File: src/rtl/muldiv_pkg.sv
// Shared definitions for the iterative multiply/divide unit.
package muldiv_pkg;

    // Operand widths up to this value are supported by twos_neg.
    localparam int MAX_WIDTH = 64;

    localparam logic [1:0] OP_MULT  = 2'b00;
    localparam logic [1:0] OP_MULTU = 2'b01;
    localparam logic [1:0] OP_DIV   = 2'b10;
    localparam logic [1:0] OP_DIVU  = 2'b11;

    typedef enum logic [1:0] {
        ST_IDLE  = 2'd0,
        ST_CALC  = 2'd1,
        ST_FIXUP = 2'd2,
        ST_DZERO = 2'd3
    } state_e;

    // Two's-complement negation; callers zero-extend into and truncate out of
    // MAX_WIDTH, which gives the correct modulo-2^WIDTH result.
    function automatic logic [MAX_WIDTH-1:0] twos_neg(input logic [MAX_WIDTH-1:0] v);
        return ~v + MAX_WIDTH'(1);
    endfunction

endpackage

File: src/rtl/muldiv_if.sv
// Start/done handshake and operand/result bus of the multiply/divide unit.
interface muldiv_if #(parameter int WIDTH = 32);
    logic             start;
    logic [1:0]       op;
    logic [WIDTH-1:0] a;
    logic [WIDTH-1:0] b;
    logic             busy;
    logic             done;
    logic             div_zero;
    logic [WIDTH-1:0] hi;
    logic [WIDTH-1:0] lo;

    modport master (output start, op, a, b,
                    input  busy, done, div_zero, hi, lo);
    modport slave  (input  start, op, a, b,
                    output busy, done, div_zero, hi, lo);
endinterface

File: src/rtl/muldiv_unit.sv
// Iterative signed/unsigned multiply and restoring divide sharing one
// shift-register pair; one bit per cycle, sign fixup in a final cycle.
//
// state    | meaning
// ---------+-----------------------------------------------------------
// ST_IDLE  | waiting for start; operands and signs captured on start
// ST_CALC  | WIDTH iterations of shift-add or restoring subtract
// ST_FIXUP | apply result signs, write hi/lo, pulse done
// ST_DZERO | divide by zero: pulse done with div_zero, hi/lo untouched
module muldiv_unit
    import muldiv_pkg::*;
#(
    parameter int WIDTH = 32
) (
    input  logic     clk,
    input  logic     reset,
    muldiv_if.slave  bus
);

    localparam int CW = $clog2(WIDTH + 1);

    state_e           state_q, state_d;
    logic [CW-1:0]    cnt_q, cnt_d;
    logic             is_div_q, is_div_d;
    logic             neg_res_q, neg_res_d;
    logic             neg_rem_q, neg_rem_d;
    // acc_hi: product upper half / partial remainder
    // acc_lo: multiplier then product lower half / dividend then quotient
    logic [WIDTH-1:0] acc_hi_q, acc_hi_d;
    logic [WIDTH-1:0] acc_lo_q, acc_lo_d;
    // multiplicand or divisor magnitude
    logic [WIDTH-1:0] opb_q, opb_d;
    logic             busy_q, busy_d;
    logic             done_q, done_d;
    logic             div_zero_q, div_zero_d;
    logic [WIDTH-1:0] hi_q, hi_d;
    logic [WIDTH-1:0] lo_q, lo_d;

    // Next-state, datapath iteration and registered-output computation.
    always_comb begin
        logic               in_div;
        logic               in_signed;
        logic [WIDTH-1:0]   a_mag;
        logic [WIDTH-1:0]   b_mag;
        logic [WIDTH:0]     sum_m;
        logic [WIDTH:0]     shifted;
        logic [2*WIDTH-1:0] prod;

        state_d    = state_q;
        cnt_d      = cnt_q;
        is_div_d   = is_div_q;
        neg_res_d  = neg_res_q;
        neg_rem_d  = neg_rem_q;
        acc_hi_d   = acc_hi_q;
        acc_lo_d   = acc_lo_q;
        opb_d      = opb_q;
        div_zero_d = div_zero_q;
        hi_d       = hi_q;
        lo_d       = lo_q;
        done_d     = 1'b0;

        in_div    = (bus.op == OP_DIV) || (bus.op == OP_DIVU);
        in_signed = (bus.op == OP_MULT) || (bus.op == OP_DIV);
        a_mag     = (in_signed && bus.a[WIDTH-1]) ? WIDTH'(twos_neg(MAX_WIDTH'(bus.a))) : bus.a;
        b_mag     = (in_signed && bus.b[WIDTH-1]) ? WIDTH'(twos_neg(MAX_WIDTH'(bus.b))) : bus.b;

        sum_m   = {1'b0, acc_hi_q} + {1'b0, (acc_lo_q[0] ? opb_q : '0)};
        // One more bit than the divisor so the shifted remainder never overflows.
        shifted = {acc_hi_q, acc_lo_q[WIDTH-1]};
        prod    = {acc_hi_q, acc_lo_q};

        unique case (state_q)
            ST_IDLE: begin
                if (bus.start) begin
                    if (in_div && (bus.b == '0)) begin
                        state_d = ST_DZERO;
                    end else begin
                        state_d   = ST_CALC;
                        cnt_d     = '0;
                        is_div_d  = in_div;
                        neg_res_d = in_signed && (bus.a[WIDTH-1] ^ bus.b[WIDTH-1]);
                        neg_rem_d = in_signed && in_div && bus.a[WIDTH-1];
                        acc_hi_d  = '0;
                        acc_lo_d  = in_div ? a_mag : b_mag;
                        opb_d     = in_div ? b_mag : a_mag;
                    end
                end
            end
            ST_CALC: begin
                if (is_div_q) begin
                    if (shifted >= {1'b0, opb_q}) begin
                        acc_hi_d = WIDTH'(shifted - {1'b0, opb_q});
                        acc_lo_d = {acc_lo_q[WIDTH-2:0], 1'b1};
                    end else begin
                        acc_hi_d = shifted[WIDTH-1:0];
                        acc_lo_d = {acc_lo_q[WIDTH-2:0], 1'b0};
                    end
                end else begin
                    acc_hi_d = sum_m[WIDTH:1];
                    acc_lo_d = {sum_m[0], acc_lo_q[WIDTH-1:1]};
                end
                cnt_d = cnt_q + CW'(1);
                if (cnt_q == CW'(WIDTH - 1)) begin
                    state_d = ST_FIXUP;
                end
            end
            ST_FIXUP: begin
                if (is_div_q) begin
                    lo_d = neg_res_q ? WIDTH'(twos_neg(MAX_WIDTH'(acc_lo_q))) : acc_lo_q;
                    hi_d = neg_rem_q ? WIDTH'(twos_neg(MAX_WIDTH'(acc_hi_q))) : acc_hi_q;
                end else begin
                    if (neg_res_q) begin
                        prod = ~prod + (2*WIDTH)'(1);
                    end
                    hi_d = prod[2*WIDTH-1:WIDTH];
                    lo_d = prod[WIDTH-1:0];
                end
                done_d     = 1'b1;
                div_zero_d = 1'b0;
                state_d    = ST_IDLE;
            end
            ST_DZERO: begin
                done_d     = 1'b1;
                div_zero_d = 1'b1;
                state_d    = ST_IDLE;
            end
            default: state_d = ST_IDLE;
        endcase

        busy_d = (state_d != ST_IDLE);
    end

    // State, datapath and output registers with synchronous reset.
    always_ff @(posedge clk) begin
        if (reset) begin
            state_q    <= ST_IDLE;
            cnt_q      <= '0;
            is_div_q   <= 1'b0;
            neg_res_q  <= 1'b0;
            neg_rem_q  <= 1'b0;
            acc_hi_q   <= '0;
            acc_lo_q   <= '0;
            opb_q      <= '0;
            busy_q     <= 1'b0;
            done_q     <= 1'b0;
            div_zero_q <= 1'b0;
            hi_q       <= '0;
            lo_q       <= '0;
        end else begin
            state_q    <= state_d;
            cnt_q      <= cnt_d;
            is_div_q   <= is_div_d;
            neg_res_q  <= neg_res_d;
            neg_rem_q  <= neg_rem_d;
            acc_hi_q   <= acc_hi_d;
            acc_lo_q   <= acc_lo_d;
            opb_q      <= opb_d;
            busy_q     <= busy_d;
            done_q     <= done_d;
            div_zero_q <= div_zero_d;
            hi_q       <= hi_d;
            lo_q       <= lo_d;
        end
    end

    assign bus.busy     = busy_q;
    assign bus.done     = done_q;
    assign bus.div_zero = div_zero_q;
    assign bus.hi       = hi_q;
    assign bus.lo       = lo_q;

endmodule

File: src/flat_wrapper.sv
// flat-port wrapper written by rule: the top's interface ports become plain ports
module muldiv_unit_flat import muldiv_pkg::*;
#(
    parameter int WIDTH = 32
)
  (clk, reset, bus_start, bus_op, bus_a, bus_b, bus_busy, bus_done, bus_div_zero, bus_hi, bus_lo);
  muldiv_if #(.WIDTH(WIDTH)) bus_i ();
  input  logic clk;
  input  logic reset;
  input wire logic [$bits(bus_i.start)-1:0] bus_start;
  input wire logic [$bits(bus_i.op)-1:0] bus_op;
  input wire logic [$bits(bus_i.a)-1:0] bus_a;
  input wire logic [$bits(bus_i.b)-1:0] bus_b;
  output wire logic [$bits(bus_i.busy)-1:0] bus_busy;
  output wire logic [$bits(bus_i.done)-1:0] bus_done;
  output wire logic [$bits(bus_i.div_zero)-1:0] bus_div_zero;
  output wire logic [$bits(bus_i.hi)-1:0] bus_hi;
  output wire logic [$bits(bus_i.lo)-1:0] bus_lo;
  assign bus_i.start = bus_start;
  assign bus_i.op = bus_op;
  assign bus_i.a = bus_a;
  assign bus_i.b = bus_b;
  assign bus_busy = bus_i.busy;
  assign bus_done = bus_i.done;
  assign bus_div_zero = bus_i.div_zero;
  assign bus_hi = bus_i.hi;
  assign bus_lo = bus_i.lo;
  muldiv_unit #(.WIDTH(WIDTH)) u_core (.clk(clk), .reset(reset), .bus(bus_i));
endmodule
File: config.mk
export PLATFORM = sky130hd
export DESIGN_NAME = muldiv_unit_flat
export DESIGN_NICKNAME = d
export VERILOG_FILES = /design/src/rtl/muldiv_pkg.sv /design/src/rtl/muldiv_if.sv /design/src/rtl/muldiv_unit.sv /design/src/flat_wrapper.sv
export SDC_FILE = /design/constraint.sdc
export NUM_CORES = 1
export LEC_CHECK = 0
export CAP_MARGIN = 20
export CORE_UTILIZATION = 49
export DETAILED_ROUTE_END_ITERATION = 12
export PLACE_DENSITY = 0.82
export SLEW_MARGIN = 20
export SYNTH_ARGS = -nofsm -noshare
export SYNTH_HDL_FRONTEND = slang
export SYNTH_SLANG_ARGS = --single-unit
File: constraint.sdc
create_clock -name clk -period 3.75 [get_ports clk]
set_input_delay 0.75 -clock clk [delete_from_list [all_inputs] [get_ports clk]]
set_output_delay 0.75 -clock clk [all_outputs]
set_load 0.01 [all_outputs]
==> summary.txt, run 1 <==
run results: Tmin final=about 3700 ps, Cell Type Count=around 76, mapped cell area=0.0140 mm2, main flop type=dfxtp_1, grt met3 use=4.79%, outcome=completed, crit path kind=flop to flop, clk_skew=15.8 ps, Worst Hold Class=flop to flop, number of buffers created by CTS=17, CP max stage delay=510 ps, crit end category=flop, Final GP Congestion=roughly 1.0, top cells, area=dfxtp_1 (25%), ha_1 (6.2%), a21oi_1 (6.0%), TNS Setup=0 ps, tool warnings=26, GR peak layer=met2, FF-to-FF setup slack=70 ps, number of non-clock buffers in the layout=about 270, Chip Area=0.0292 mm2, Crit Reg-Reg Endpoint=u_core.acc_hi_q[27]$_SDFFE_PP0P_, Least-Margin Pin Slew=929 ps, Max clock buf depth=2, met1 WL=21,300 um, Largest logic family=AND-OR/OR-AND gates, Die H=171 um, Setup Fix Bufs, Post-CTS=0, share of layout cells above drive strength 1=between 10 and 15%, core outline area=0.0279 mm2, post-synth top area cell=dfxtp_1, WHS Endpoint=u_core.opb_q[19]$_SDFFE_PP0P_, number of global-route vias before repair=13,700, WP depth=15, Area-dominant class=multi-input combinational cells, DR pass1 iterations=6, fin nets=2,200, Rel. slew slack=37.9%, initial antenna violation count=1, # diodes=0, largest net degree at the start of global routing=76, drt drc=0, yosys xor share=under 10%, Top-area cell share=24.9%, Top delay family on crit path=AND-OR/OR-AND gates, Yosys Instances=1,888, first-pass GRT wire length=~75,000 um, Comb area share=between 50% and 60%, Yosys chip area=between 0.01 and 0.015 mm2, startpoint types=flop, FP Rows=61, Die Wd=171 um, Mapped Cells=1,888, Basic Gates by Area=20.7%, Adder Share, Synth=6.46%, Tcrit/Tclk final=between 90% and 100%, met2 Track Usage GR=51.1%, sequential cell area=0.00349 mm2, H-tree level count=4, complex-gate fraction of the synthesized area=28.2%, inverters=72, remaining antenna violation count=0, PD cells=~320 mW/mm2
-- run 1: synth_stat cells, drive strengths merged (18+ instances only) --
cell type	instances
o21ai	128
clkbuf	98
dfxtp	174
xor2	79
nor3	55
mux2i	52
a21o	26
inv	70
a22oi	18
xnor2	78
nand4	18
ha	69
o211ai	37
nor2b	24
or3	20
nand3	27
buf	21
o31ai	20
a211oi	84
nand2	194
a21oi	168
nor2	205
-- run 1: worst reg2reg max path: cells and delay by family, from the launching register on --
| kind | cells | cell delay (ps) |
|---|---|---|
| simple gates | 3 | 450 |
| flops | 1 | 410 |
| fa+ha+maj | 2 | 590 |
| buf+inv | 3 | 490 |
| compound gates | 7 | 1630 |
-- run 1: power by group --
group	leakage (uW)	internal (uW)	switching [uW]
clock network	0.000300	927	960
logic	0.00489	630	931
registers	0.00142	1920	105
total	0.00661	3470	2000
-- run 1: timing repair --
item	in CTS	in global routing
resized	1	12
hold buffers	0	0
pin swaps	0	3
hold endpoints to repair	0	0
setup endpoints to repair	1	12
-- run 1: sequential cells by signal, indices dropped and copies added, names as in the netlist --
name and flops:
u_core.neg_rem_q 1, u_core.opb_q 32, u_core.acc_lo_q 32, u_core.cnt_q 6, u_core.bus.lo 32, u_core.bus.busy 1
u_core.acc_hi_q 32, u_core.bus.hi 32, u_core.neg_res_q 1, u_core.bus.div_zero 1, u_core.state_q 2, u_core.bus.done 1
u_core.is_div_q 1
-- run 1: metrics by stage --
stage	utilization (%)	worst slack [ps]	hold WS, ps
floorplan	-	309	432
global placement	58.7	-229	440
detailed placement	58.7	-257	443
CTS	61.0	36.6	454
global route	61.1	8.48	471
finish	61.1	71.9	453
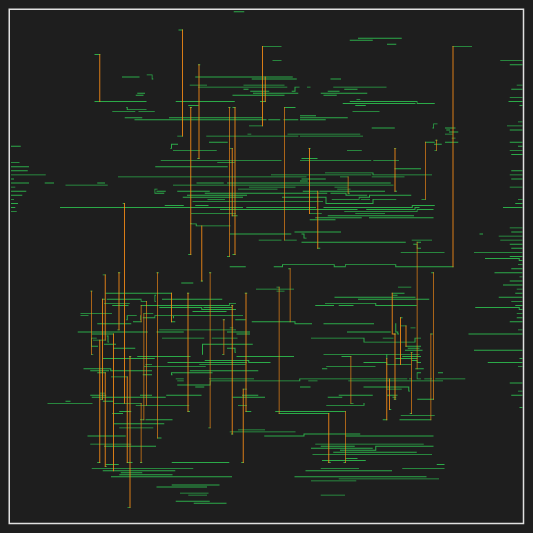
**Above:** run 1 (routed metal, one colour a layer).
Drawn at 3 px/um. Two of the layers only.
Green marks met3, wire length 4,230 um. Orange marks met4, wire length 1,560 um.

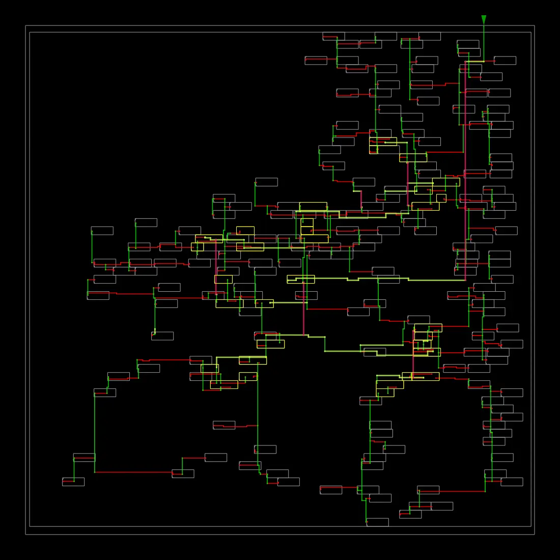
**Above:** run 1 (clock routing).
CLK BUF: 17
Power Clock: 1890 uW
CTS Sinks: 174

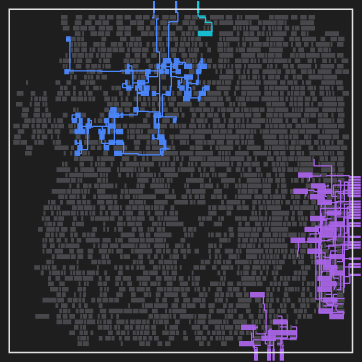
**Above:** run 1 (port wiring).
Drawn at 2 px/um.
Cyan marks bus_div_zero, bits 1, direction output, edge top, end cells 1, buffers 1, wire 20.6 um. Blue marks bus_op, bits 2, direction input, edge top, end cells 92, buffers 3, wire 610 um. Purple marks bus_hi, bits 32, direction output, edge 25 right, 7 bottom, end cells 32, buffers 32, wire 1,040 um.

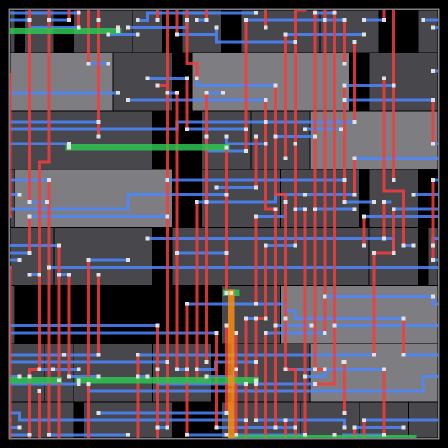
**Above:** run 1 (layout detail).
Region (118, 118) to (138, 138) um. Cells in grey, sequential cells in the stronger grey; small squares are vias.
Orange marks met4. Red marks met2. Blue marks met1. Green marks met3.
Netlist names of flops here include u_core.acc_lo_q (6). Sequential cells in the window: 6. 35 logic cells have their middle in the window. Most frequent: a211oi_1 (8), mux2i_1 (7), dfxtp_1 (6).

**Run 1: M2 wires**

Drawn at 2 px/um.
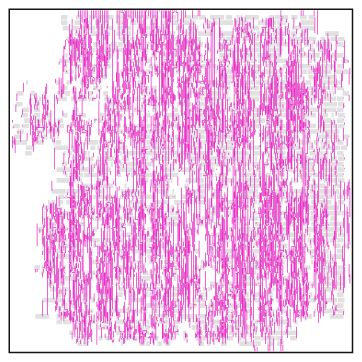

--- run 2 (diff from run 1) ---
GPL_TIMING_DRIVEN = 0   (was default)
REMOVE_ABC_BUFFERS = 1   (was default)
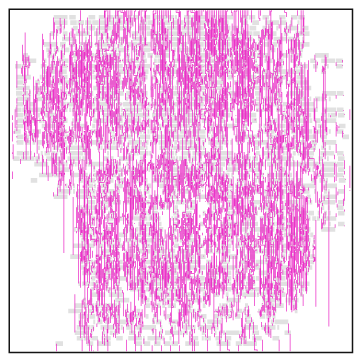
**Above:** run 2 (M2 wires).
Drawn at 2 px/um.
1,794 nets have wire on it. The layer carries 21.1 mm of wire. The longest straight run is 67.3 um. The wires run mostly vertical.

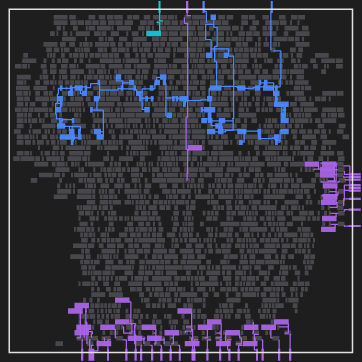
**Above:** run 2 (port wiring).
Drawn at 2 px/um.
I/O Buffers: 135
Ports: 136

==> run 2 against run 1 <==
Clock skew is 2.3 ps lower. Clock power is 2% higher. Final cell count decreased by 3.8%. Global-route usage shrank 1.3 points. Via count down 0.63%. Total power fell by 0.19%. Design area decreased by 1.8%. Sequential cell count did not move. Synthesized cell count did not move. Count of clock-buffer cells in the layout is the same. Worst hold slack worse by 2.1 ps.
==> summary.txt, run 2 <==
run results: outcome=completed (unchanged), Max IR drop VDD=0.000216 V (was 0.000321 V), share of flip-flops with an asynchronous set or reset=0% (unchanged), Tmin final=3700 ps (was 3680 ps), Cell Type Count=76 (unchanged), Top power group=registers (unchanged), initial antenna violation count=0 (was 1), Yosys chip area=0.0140 mm2 (unchanged), most numerous logic cell after layout=nor2_1 (unchanged), CLK BUF=17 (unchanged), met1 WL=19,700 um (was 21,300 um), Die H=171 um (unchanged), mapped cell area=0.0140 mm2 (unchanged), CP required=4120 ps (was 4080 ps), crit path kind=primary input to flop (was flop to flop), hold-fix buffers at CTS=0 (unchanged), flop share of the area=20.8% (was 20.4%), Worst Hold Class=flop to flop (unchanged), overflow left after global routing=0 (unchanged), Mapped Cells=1,888 (unchanged), switching power=1930 uW (was 2000 uW), syn_area_per_cell=7.40 um2 (unchanged), inverters=73 (was 72), Fillers=2,515 (was 2,554), Synth warnings=0 (unchanged), endpoints failing hold=0 (unchanged), Comb area share=59.9% (was 57.3%), Int Pwr=3530 uW (was 3470 uW), Least-Margin Pin Slew=1040 ps (was 929 ps), tool warnings=25 (was 26), number of non-clock buffers in the layout=177 (was 272), initial DRC count=1,848 (was 1,516), core outline area=0.0279 mm2 (unchanged), PD cells=326 mW/mm2 (was 320 mW/mm2), hold slack=451 ps (was 453 ps), Setup Fix Bufs, Post-CTS=14 (was 0), number of buffers created by CTS=17 (unchanged), count of library flops with an enable pin=0 (unchanged), GR peak layer=met2 (unchanged), DR pass1 iterations=8 (was 6), Total Routing Usage GR=31.5% (was 32.8%), remaining antenna violation count=0 (unchanged), startpoint types=primary input (was flop), Yosys top cell by instances=nor2_1 (unchanged), Seq pwr share=37.1% (was 37.0%), fin nets=2,108 (was 2,200), largest net degree at the start of global routing=98 (was 76), H-tree level count=4 (unchanged), share of layout cells above drive strength 1=7.47% (was 10.1%), Comb power=1510 uW (was 1560 uW), Top-area cell share=24.9% (unchanged), CTS Sinks=174 (unchanged), switching share of power=35.4% (was 36.5%), clk_skew=13.5 ps (was 15.8 ps), fin util=60.0% (was 61.1%), Final GP Congestion=0.942 (was 1.00), drt drc=0 (unchanged), top cells, area=dfxtp_1 (25%), ha_1 (6.2%), a21oi_1 (6.0%) (unchanged), post-synth top area cell=dfxtp_1 (unchanged), PostCTS Resize Cnt=27 (was 1), Clk network pwr share=35.3% (was 34.5%), Max clock buf depth=2 (unchanged), Yosys Instances=1,888 (unchanged), number of global-route vias before repair=13,700 (about the same), grt met3 use=5.48% (was 4.79%), FP Rows=61 (unchanged), first-pass GRT wire length=72,600 um (was 74,800 um), crit end category=flop (unchanged), met2 Track Usage GR=49.3% (was 51.1%), main flop type=dfxtp_1 (unchanged), Die Wd=171 um (unchanged), WL per Instance=20.0 um (was 19.7 um), # diodes=0 (unchanged), Chip Area=0.0292 mm2 (unchanged), Max FO, Critical Path=7 (was 5), Tcrit/Tclk final=98.8% (was 98.1%), Flop+latch power=2030 uW (was 2020 uW), commonest cells in the netlist=nor2_1 (203), nand2_1 (192), dfxtp_1 (174) (unchanged), sequential cell area=0.00349 mm2 (about the same), fmax=270 MHz (was 272 MHz), Area-dominant class=multi-input combinational cells (unchanged), Power Clock=1930 uW (was 1890 uW), Rel. slew slack=30.2% (was 37.9%), Logic pwr share=27.6% (was 28.5%), WP data arrival=4070 ps (was 4010 ps)
## run 2: per-stage QoR
step / setup WS [ps] / cell area (um2) / total power, uW / setup TNS, ps / std cells
2_1_floorplan: -781 / 13500 / 2960 / -35040 / 1769
3_3_place_gp: -5050 / 15300 / 3400 / -498590 / 2282
3_5_place_dp: -1020 / 15600 / 3440 / -79370 / 2295
4_1_cts: 5.41 / 16500 / 5390 / 0 / 2344
5_1_grt: -7.92 / 16800 / 5670 / -7.92 / 2359
6_report: 45.8 / 16800 / 5460 / 0 / 2359
## run 2: worst paths after layout
path | from | endpoint | slack, ps | cells past startpoint
worst max-delay path | bus_b[9] | u_core.acc_hi_q[11]$_SDFFE_PP0P_ | 50 | 14
worst min-delay path | u_core.bus.hi[28]$_SDFFE_PP0P_ | u_core.bus.hi[28]$_SDFFE_PP0P_ | 450 | 2
worst max register to register | u_core.opb_q[10]$_SDFFE_PP0P_ | u_core.acc_hi_q[25]$_SDFFE_PP0P_ | 60 | 11
worst min register to register | u_core.bus.hi[28]$_SDFFE_PP0P_ | u_core.bus.hi[28]$_SDFFE_PP0P_ | 450 | 2
## run 2: cells by family after synthesis
group,after synthesis,share of synthesized area [%]
AND/OR/NAND/NOR,626,20.7
AND-OR/OR-AND,607,28.2
buffers and inverters,191,5.36
flip-flops,174,24.9
XOR/XNOR,157,9.84
adder cells (fa/ha/maj),71,6.46
multiplexers,62,4.53
## run 2: worst max-delay path: stages
cell and delay [ps]:
dlymetal6s2s_1 170, or4_4 560, or4b_4 590, or4_4 620
o31ai_4 320, buf_6 150, a21oi_4 70, clkbuf_16 200
nor2_8 110, buf_12 130, buf_4 120, buf_4 110
a22oi_1 80, o21ai_1 90
**Run 2: routed metal, one colour a layer**

Drawn at 3 px/um. Two of the layers only.
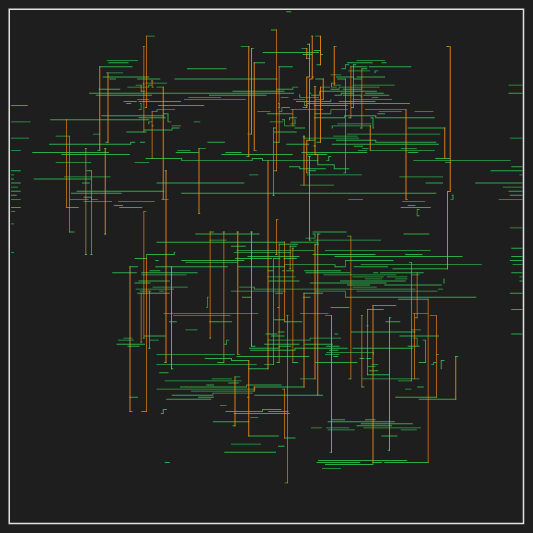

--- run 3 (diff from run 2) ---
SKIP_LAST_GASP = 1   (was default)
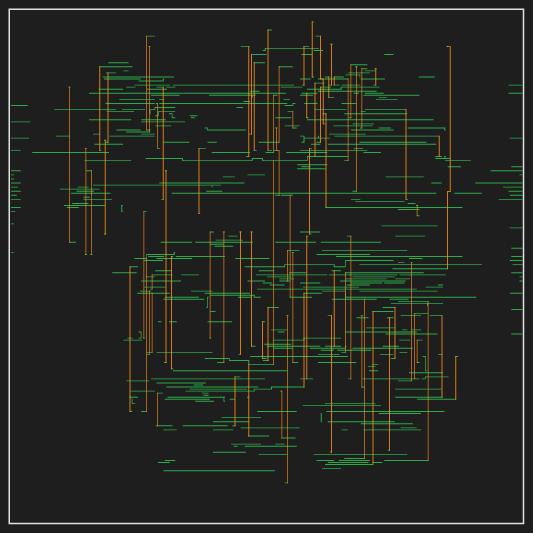
**Above:** run 3 (routed metal, one colour a layer).
Drawn at 3 px/um. Two of the layers only.
Green marks met3, wire length 3,860 um. Orange marks met4, wire length 2,280 um.
WL per Instance: 20.0 um
DRT Wirelength: 47,000 um
Total Routing Usage GR: 31.5%
Via Count: 15,000

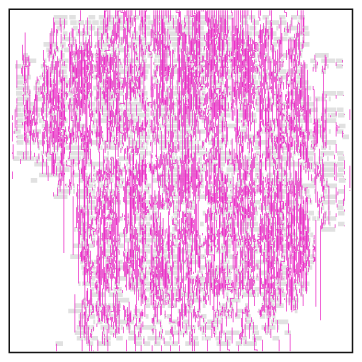
**Above:** run 3 (M2 wires).
Drawn at 2 px/um.
The wires run mostly vertical. The layer carries 21.0 mm of wire. 1,787 nets have wire on it. The layer holds 45% of the routed length. The longest straight run is 64.3 um.

==> run 3 against run 2 <==
Clock power barely moved. Combinational power about the same. Clock skew is 1.1 ps lower. Design area down 0.36%. Largest power group unchanged. Highest routed layer unchanged.
==> summary.txt, run 3 <==
run results: outcome=completed (unchanged), Pins Over Slew Limit=0 (unchanged), fin area=0.0167 mm2 (was 0.0168 mm2), met1 usage=41.8% (unchanged), GR peak layer=met2 (unchanged), fin cells=2,353 (was 2,359), grt met3 use=5.48% (unchanged), met1 WL=19,800 um (was 19,700 um), clock root buffer=clkbuf_16 (unchanged), Setup Fix Bufs, Post-CTS=14 (unchanged), WP data arrival=4010 ps (was 4070 ps), met2 Track Usage GR=49.3% (unchanged), Max IR drop VDD=0.000217 V (was 0.000216 V), Final GP Congestion=0.942 (unchanged), switching share of power=35.4% (about the same), count of library flops with an enable pin=0 (unchanged), crit path kind=flop to flop (was primary input to flop), FP Rows=61 (unchanged), DP Cell Count=2,295 (unchanged), switching power=1930 uW (about the same), RSZ-0062 raised after global routing=no, most frequent cells in the layout=nor2_1 (200), nand2_1 (192), dfxtp_1 (169), a21oi_1 (165), clkdlybuf4s50_1 (129) (unchanged), Yosys chip area=0.0140 mm2 (unchanged), CTS clock-pin slew for the worst setup and hold paths=80 ps (about the same), hpwl dp=33,200 um (unchanged), mapped cell area=0.0140 mm2 (unchanged), Post-DP Area=0.0156 mm2 (unchanged), Seq share, synth=24.9% (unchanged), hold slack=451 ps (about the same), Worst Hold Class=flop to flop (unchanged), Cell Type Count=76 (unchanged), post-synth top area cell=dfxtp_1 (unchanged), hold-fix buffers at CTS=0 (unchanged), Comb power=1500 uW (was 1510 uW), DR top layer=met4 (unchanged), TNS Setup=0 ps (unchanged), DR pass1 iterations=6 (was 8), Clk network pwr share=35.3% (about the same), clock latency on the worst-skew pair=450 ps (about the same), Max clock buf depth=2 (unchanged), Int Pwr=3520 uW (was 3530 uW), top cells, area=dfxtp_1 (25%), ha_1 (6.2%), a21oi_1 (6.0%) (unchanged), number of global-route vias before repair=13,700 (unchanged), number of buffers created by CTS=17 (unchanged), fmax=272 MHz (was 270 MHz), initial antenna violation count=0 (unchanged), Ports=136 (unchanged), PD cells=326 mW/mm2 (about the same), Seq pwr share=37.2% (was 37.1%), Flop+latch power=2030 uW (about the same), met3 wire length=3860 um (was 4000 um), CTS Sinks=174 (unchanged), Yosys top cell by instances=nor2_1 (unchanged), share of flip-flops with an asynchronous set or reset=0% (unchanged), syn_area_per_cell=7.40 um2 (unchanged), initial DRC count=1,652 (was 1,848), largest net degree at the start of global routing=98 (unchanged), Tcrit/Tclk final=98.0% (was 98.8%), Rel. slew slack=31.3% (was 30.2%), endpoints failing hold=0 (unchanged), worst setup margin=74.4 ps (was 45.8 ps), Least-Margin Pin Slew=1030 ps (was 1040 ps), crit end category=flop (unchanged), fin nets=2,102 (was 2,108), Via density=6.38 (about the same), Logic pwr share=27.5% (was 27.6%), Top power group=registers (unchanged), Yosys Instances=1,888 (unchanged), first-pass GRT wire length=72,600 um (unchanged), most numerous logic cell after layout=nor2_1 (unchanged), main flop type=dfxtp_1 (unchanged), # diodes=0 (unchanged), share of layout cells above drive strength 1=7.19% (was 7.47%), Power Clock=1920 uW (was 1930 uW), TritonCTS clock tree=built (unchanged), commonest cells in the netlist=nor2_1 (203), nand2_1 (192), dfxtp_1 (174) (unchanged), Fillers=2,524 (was 2,515), I/O Buffers=135 (unchanged), Setup Slack @ Placement=-1020 ps (unchanged), core outline area=0.0279 mm2 (unchanged), met2 WL=21,000 um (was 21,100 um), H-tree level count=4 (unchanged), Max-Cap Viols=0 (unchanged), Mapped Cells=1,888 (unchanged), register bit count reported by yosys=174 (unchanged), overflow left after global routing=0 (unchanged), Top-area cell share=24.9% (unchanged), Pwr Total=5450 uW (was 5460 uW), remaining antenna violation count=0 (unchanged), Die Wd=171 um (unchanged), clk_skew=12.4 ps (was 13.5 ps), PostCTS Resize Cnt=26 (was 27), P_leak=0.00621 uW (was 0.00625 uW), fp util=50.0% (unchanged), Tmin final=3680 ps (was 3700 ps), startpoint types=flop (was primary input), CP required=4090 ps (was 4120 ps), Synth warnings=0 (unchanged), synthesis-to-finish area growth=19.5% (was 19.9%), tool warnings=26 (was 25), fin util=59.8% (was 60.0%), Max FO, Critical Path=28 (was 7), Chip Area=0.0292 mm2 (unchanged), drt drc=0 (unchanged), setup violators final=0 (unchanged), Die H=171 um (unchanged)
## run 3: cell counts after synthesis
No cell type changed its count.
## run 3: cell families (layout without fill, tap and decap cells)
family | count (synthesis) | after routing | synth area share [%]
flops | 174 | 174 | 24.9
buf+inv | 191 | 276 | 5.36
compound gates | 607 | 607 | 28.2
xor+xnor | 157 | 157 | 9.84
simple gates | 626 | 628 | 20.7
mux | 62 | 62 | 4.53
fa+ha+maj | 71 | 71 | 6.46
## run 3: layout make-up
type / instances / area [um2] / area share [%]
Tap cell: 378 / 473 / 2.83
Timing Repair inverter: 1 / 7.51 / 0.0449
Multi-Input combinational cell: 1525 / 10000 / 60.1
Sequential cell: 174 / 3490 / 20.9
Clock inverter: 15 / 193 / 1.15
Timing Repair Buffer: 171 / 1790 / 10.7
Inverter: 72 / 278 / 1.66
Clock buffer: 17 / 425 / 2.55
## run 3: path summary, 6_finish.rpt
kind / from / to / slack, ps / depth (start not counted)
worst max-delay path: u_core.acc_hi_q[6]$_SDFFE_PP0P_ / u_core.acc_hi_q[27]$_SDFFE_PP0P_ / 70 / 10
worst max register to register: u_core.acc_hi_q[6]$_SDFFE_PP0P_ / u_core.acc_hi_q[27]$_SDFFE_PP0P_ / 70 / 10
worst min-delay path: u_core.bus.hi[28]$_SDFFE_PP0P_ / u_core.bus.hi[28]$_SDFFE_PP0P_ / 450 / 2
worst min register to register: u_core.bus.hi[28]$_SDFFE_PP0P_ / u_core.bus.hi[28]$_SDFFE_PP0P_ / 450 / 2
## run 3: worst max-delay path: stages (launching register included)
cell,delay (ps)
dfxtp_1,410
ha_1,460
nand3_1,160
or3_1,430
a211o_1,290
o211a_1,220
a2111oi_4,480
o31ai_4,150
nand2_8,270
mux2_2,380
a211o_1,290
No activity file was given, so power comes from the tool's default toggle rates.
